==> config.mk <==
export PLATFORM = sky130hd
export DESIGN_NAME = ram_port_arbiter
export DESIGN_NICKNAME = d
export VERILOG_FILES = /design/src/rtl/ram_arb_pkg.sv /design/src/rtl/ram_rd_tag_pipe.sv /design/src/rtl/ram_port_arbiter.sv
export SDC_FILE = /design/constraint.sdc
export NUM_CORES = 1
export LEC_CHECK = 0
export CAP_MARGIN = 20
export CELL_PAD_IN_SITES_DETAIL_PLACEMENT = 2
export CELL_PAD_IN_SITES_GLOBAL_PLACEMENT = 2
export CORE_MARGIN = 10
export CORE_UTILIZATION = 38
export CTS_CLUSTER_SIZE = 25
export DETAILED_ROUTE_END_ITERATION = 16
export DONT_BUFFER_PORTS = 1
export HOLD_SLACK_MARGIN = 0.05
export PLACE_DENSITY_LB_ADDON = 0.3
export REMOVE_ABC_BUFFERS = 1
export SLEW_MARGIN = 20
export SYNTH_ARGS = -nofsm -noshare
export SYNTH_HDL_FRONTEND = slang
export SYNTH_SLANG_ARGS = --single-unit
export TNS_END_PERCENT = 100
==> constraint.sdc <==
create_clock -name clk -period 5.8 [get_ports clk]
set_clock_uncertainty 0.05 [all_clocks]
set_input_delay 1.16 -clock clk [delete_from_list [all_inputs] [get_ports clk]]
set_output_delay 1.16 -clock clk [all_outputs]
set_load 0.005 [all_outputs]
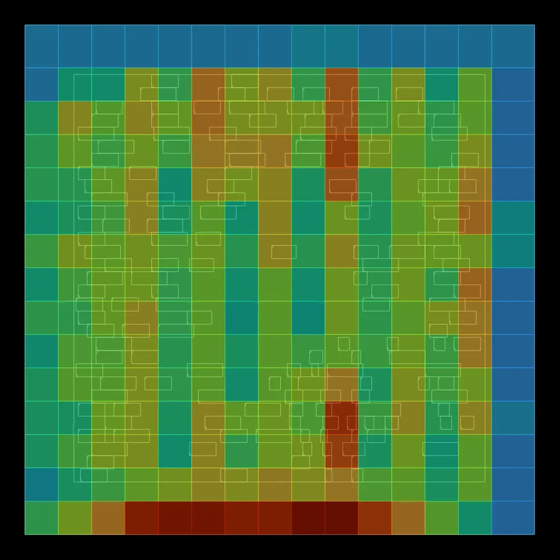
run_1/congestion.png
grt peak-use layer: met2
GR Util met2: 17.3%
met3 Resource Use GR: 15.2%
gr usage total: 13.9%

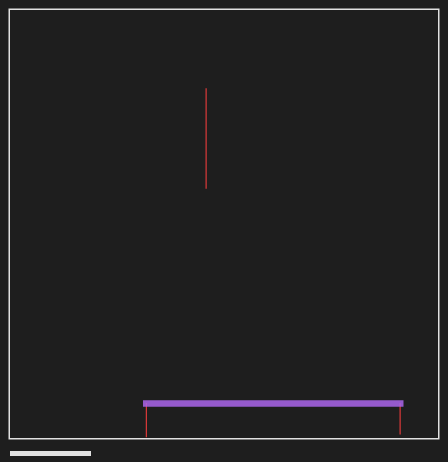
run_1/wires.png
Bar = 20 um. Only two layers are drawn.
legend:
  metal 5:
    color: purple
    wire_length: 62.6 um
  metal 4:
    color: red
    wire_length: 40.1 um
DR vias: 1394
Routed WL: 8.31 mm
wire per inst: 31.8 um

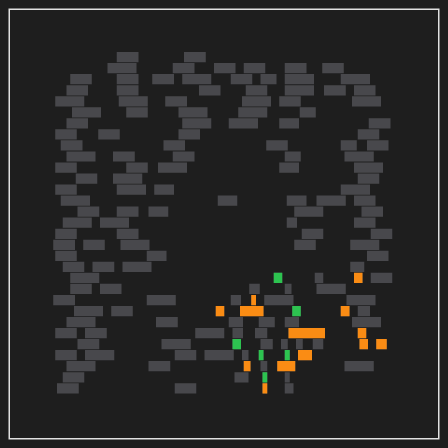
run_1/logic_types.png
legend:
  NOR gates:
    color: orange
    cells: 13
    most_used: nor2b_1
  NAND gates:
    color: green
    cells: 6
    where: bottom middle
Comb/total area: 54.5%
most numerous logic cell after layout: mux2_4

==> Changelog: implementation, run 1 <==
## Flow update

- Status: complete, no violations
- Flop share of the area: between 30% and 40%
- Nets: around 270
- Largest area class, layout: multi-input combinational cells
- Max incr delay on CP: just over 0.6 ns
- Worst-path clk slew: approximately 0.07 ns
- CTS Buf Count: 5
- Die Y: roughly 110 um
- Cells on worst reg2reg path: 5
- Pint: 0.563 mW
- LEAKAGE: 1.06 nW
- Synthesis area per yosys: around 2800 sq um
- P_comb: 0.181 mW
- Tightest Pin Transition: between 0.7 and 0.8 ns
- Cell mode on critical path: mux2_2
- Number of flops mapped to enable cells by yosys: 0
- Final non-filler cell total: about 260
- Drc violations: 0
- Number of DRC markers in iteration 0: 26
- WP data required: approximately 4.6 ns
- Clk tree area frac: approximately 4.2%
- Max Clock Freq: around 0.24 GHz
- Multi-In Gates: 107
- Top-area cell share: 36.8%
- Final setup vio count: 0
- Number of non-clock buffers: 3
- Seq/Total Area, Yosys: 31.0%
- Flop count: 43
- Largest net degree at the start of global routing: about 43
- Vias per std cell: 5.34
- Part of the power in registers: ~48%
- Die Size: 11100 sq um
- Syn_area_per_cell: between 10 and 15 sq um
- CP max-delay cell: buf_4
- PostCTS Resize Cnt: 0
- DP Worst Slack: between 1.5 and 2 ns
- Max power group: registers
- Proportion of layout cells with a drive suffix above 1: 53.7%
- Warnings from Yosys: 0
- Max reg flops: 32
- Switching share of total power: about a quarter
- Fin crit period: between 4 and 5 ns
- Psw: between 0.15 and 0.2 mW
- Final hold violation count: 0
- Ys cells: 226
- # hold bufs at CTS: 0
- WP data arrival: 2.94 ns
- Area growth from synthesis to layout: -11.8%
- Worst setup margin: 1.65 ns
- RSZ-0062 raised after global routing: no
- Vias in the first global route: roughly 1700
- Crit-path cells: nor3b_2 > nor4bb_4 > buf_4 > mux2_2 > mux2_2
- Register area: 861 sq um
- Min-Delay Path Class: reg2reg
- Inverters: 1
- Init Core Util: between 30% and 40%
- Power per Cell Area: a little over 300 nW/um^2
- Logic area: between 1000 and 1500 sq um
- Fillers: about 750
- Cell type with the largest total area: mux2_4
- Initial antenna violation count: 0
- Core Util, Final: between 30% and 40%
- Clock-net power: 0.209 mW
- Design area: 2450 sq um
[run 1: cell usage after synthesis (2+ instances only)]
cell type	instances
nand2b_1	3
nor2_1	2
mux2_2	4
a21oi_1	4
nand2_1	3
buf_12	3
buf_2	4
dfxtp_1	43
mux2i_1	3
mux2_4	68
buf_4	65
nor4bb_1	2
nor2b_1	5
[run 1: layer usage]
layer / vias to the layer above / share of wire (%) / wire length (um)
li1: 575 / - / -
met1: 673 / 39 / 3220
met2: 140 / 39 / 3220
met3: 4 / 21 / 1770
met4: 2 / 0.48 / 40
met5: - / 0.75 / 62
[run 1: logic make-up (layout without fill, tap and decap cells)]
kind of cell    after synthesis  in the layout  synth area share (%)
compound gates               11             11                  2.80
buf+inv                      76             12                  21.7
flops                        43             43                  31.0
mux                          75             75                  39.5
simple gates                 21             21                  5.00
==> inputs of run 2 (changes only) <==
--- a/config.mk
+++ b/config.mk
@@ -9,7 +9,7 @@
 export CELL_PAD_IN_SITES_DETAIL_PLACEMENT = 2
 export CELL_PAD_IN_SITES_GLOBAL_PLACEMENT = 2
 export CORE_MARGIN = 10
-export CORE_UTILIZATION = 38
+export CORE_UTILIZATION = 35
 export CTS_CLUSTER_SIZE = 25
 export DETAILED_ROUTE_END_ITERATION = 16
 export DONT_BUFFER_PORTS = 1
==> constraint.sdc (replaced) <==
create_clock -name clk -period 3.9 [get_ports clk]
set_clock_uncertainty 0.05 [all_clocks]
set_input_delay 0.78 -clock clk [delete_from_list [all_inputs] [get_ports clk]]
set_output_delay 0.78 -clock clk [all_outputs]
set_load 0.005 [all_outputs]
==> Changelog: implementation, run 2 <==
## Flow update

- Clk sinks: roughly 43
- Commonest cells in the netlist: 68 x mux2_4, 65 x buf_4, 43 x dfxtp_1
- Proportion of layout cells with a drive suffix above 1: 53.1%
- Crit-path cells: nor3b_2 > nor4bb_4 > buf_4 > mux2_2 > mux2_2
- Number of flops mapped to enable cells by yosys: 0
- Final hold violation count: 0
- Max reg flops: 32
- Number of DRC markers in iteration 0: 29
- Met2 WL: between 3 and 4 mm
- Yosys aoi share: roughly 2.8%
- Init Core Util: approximately 36%
- Power per Cell Area: approximately 470 nW/um^2
- Tightest Pin Transition: ~0.42 ns
- Max incr delay on CP: 0.42 ns
- WP data required: 3.07 ns
- Register area: between 800 and 900 sq um
- Worst-path clk slew: about 0.070 ns
- Synthesis area per yosys: 2780 sq um
- Die Y: about 110 um
- Fillers: 801
- Highest Signal Layer: met4
- Most frequent cell after synthesis: mux2_4
- LEAKAGE: between 1 and 1.5 nW
- Fin crit period: 3.18 ns
- Antenna viol nets, final: 0
- Largest net degree at the start of global routing: 26
- CP max-delay cell: buf_4
- Met3 Resource Use GR: roughly 16%
- WL met3: 2.14 mm
- TritonCTS clock tree: done
- Hold slack: between 0.3 and 0.4 ns
- Dominant comb cell: multiplexers
- Xor+xnor area frac: 0%
- Max Slew Vio Count: 0
- Met1 Use GR: about 15%
- Initial antenna violation count: 0
- DP Worst Slack: ~0.7 ns
- RSZ-0062 raised after global routing: no
- Adder Share, Synth: 0%
- Worst setup margin: between 0.7 and 0.8 ns
- Worst vdd ir: around 130 uV
- Area growth from synthesis to layout: -11.4%
- Cell type with the largest total area: mux2_4
- Top Layout Cells: 68 x mux2_4, 43 x dfxtp_1, 5 x nor2b_1, 5 x clkbuf_8
- Most numerous logic cell after layout: mux2_4
- CORE AREA: roughly 7700 sq um
- CTS Buf Count: 5
- Min-Delay Path Class: reg2reg
- Warnings from Yosys: 0
- Mapped cell area: 2780 sq um
- Ys cells: around 230
- PostCTS Resize Cnt: 0
- GR Util met2: approximately 18%
- Horiz. Die Dim: 109 um
- Tool warnings: 25
- Design area: around 2500 sq um
- Final setup vio count: 0
- Cell area leaders: mux2_4 37%, dfxtp_1 31%, buf_4 18%, buf_12 2.2%, mux2_2 1.6%
- Hold path depth: 1
- Die Size: 11900 sq um
- Cells on worst reg2reg path: 5
- Port Buffers: 0
- Vias per std cell: between 5 and 6
- Logic area: 1330 sq um
- Ant diodes: 0
- Worst setup path class: in2out
- Simple-gate portion of the synthesized area: under 10%
- Drc violations: 0
- Post-route setup TNS: 0 ns
- Cell mode on critical path: mux2_2
- Vias in the first global route: 1742
- Syn_area_per_cell: 12.3 sq um
- Metal-1 WL: between 3 and 4 mm
- Distinct cells, synth: 30
- Nets: approximately 270
- Hpwl dp: around 7.2 mm
- Crit. End Element: primary output
- Status: complete, no violations
- WP data arrival: approximately 2.4 ns
- MUX area fraction: roughly two fifths
- Grt peak-use layer: met2
- Seq/Total Area, Yosys: between 30 and 40%
- Max Clock Freq: roughly 0.31 GHz
- Core Util, Final: around a third
- # hold bufs at CTS: 0
- Top-area cell share: a little under two fifths
- Dpl cell area: about 2400 sq um
run 2: cell counts after synthesis:
No cell type changed its count.
run 2: cell families (layout without fill, tap and decap cells):
family	count (synthesis)	count (layout)
buf+inv	76	12
mux	75	75
compound gates	11	11
flops	43	43
simple gates	21	21
run 2: area by class of cell:
type | count | area share (%)
clock buffer | 6 | 2.95
timing repair buffer | 4 | 1.22
tap | 102 | 5.19
multi-input combinational | 107 | 54.2
sequential | 43 | 35.0
clock inverter | 1 | 1.22
inverter | 1 | 0.153
run 2: report_power, final:
group / total [mW] / internal [mW] / leakage [nW] / switching [mW]
combinational: 0.274 / 0.162 / 0.650 / 0.112
clock: 0.333 / 0.188 / 0.0513 / 0.145
sequential: 0.540 / 0.514 / 0.361 / 0.0257
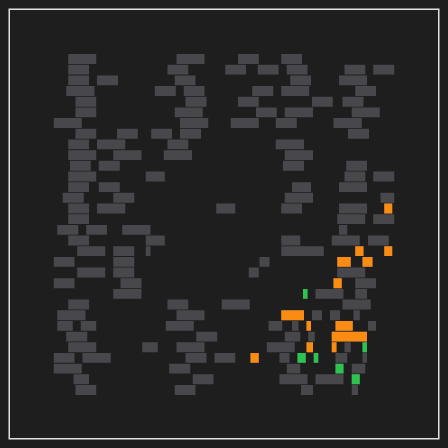
run_2/logic_types.png
legend:
  NOR gates:
    color: orange
    cells: 13
    most_used: nor2b_1
  NAND gates:
    color: green
    cells: 6
    where: bottom right
Comb/total area: 54.2%
final non-filler cell total: 264

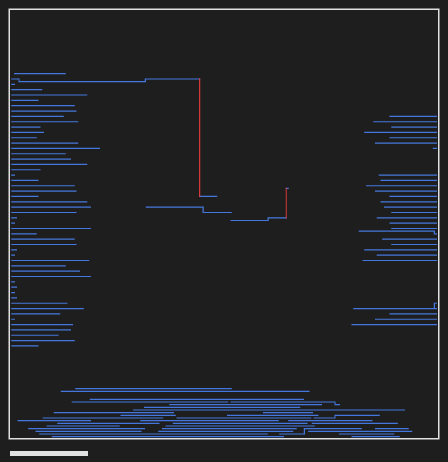
run_2/wires.png
Bar = 20 um. Only two layers are drawn.
legend:
  metal 4:
    color: red
    wire_length: 37.4 um
  metal 3:
    color: blue
    wire_length: 2140 um
gr usage total: 14.1%
DR vias: 1406
wire per inst: 32.7 um
Routed WL: 8.64 mm

Power figures rest on the tool's default switching activity, not on a simulated workload.
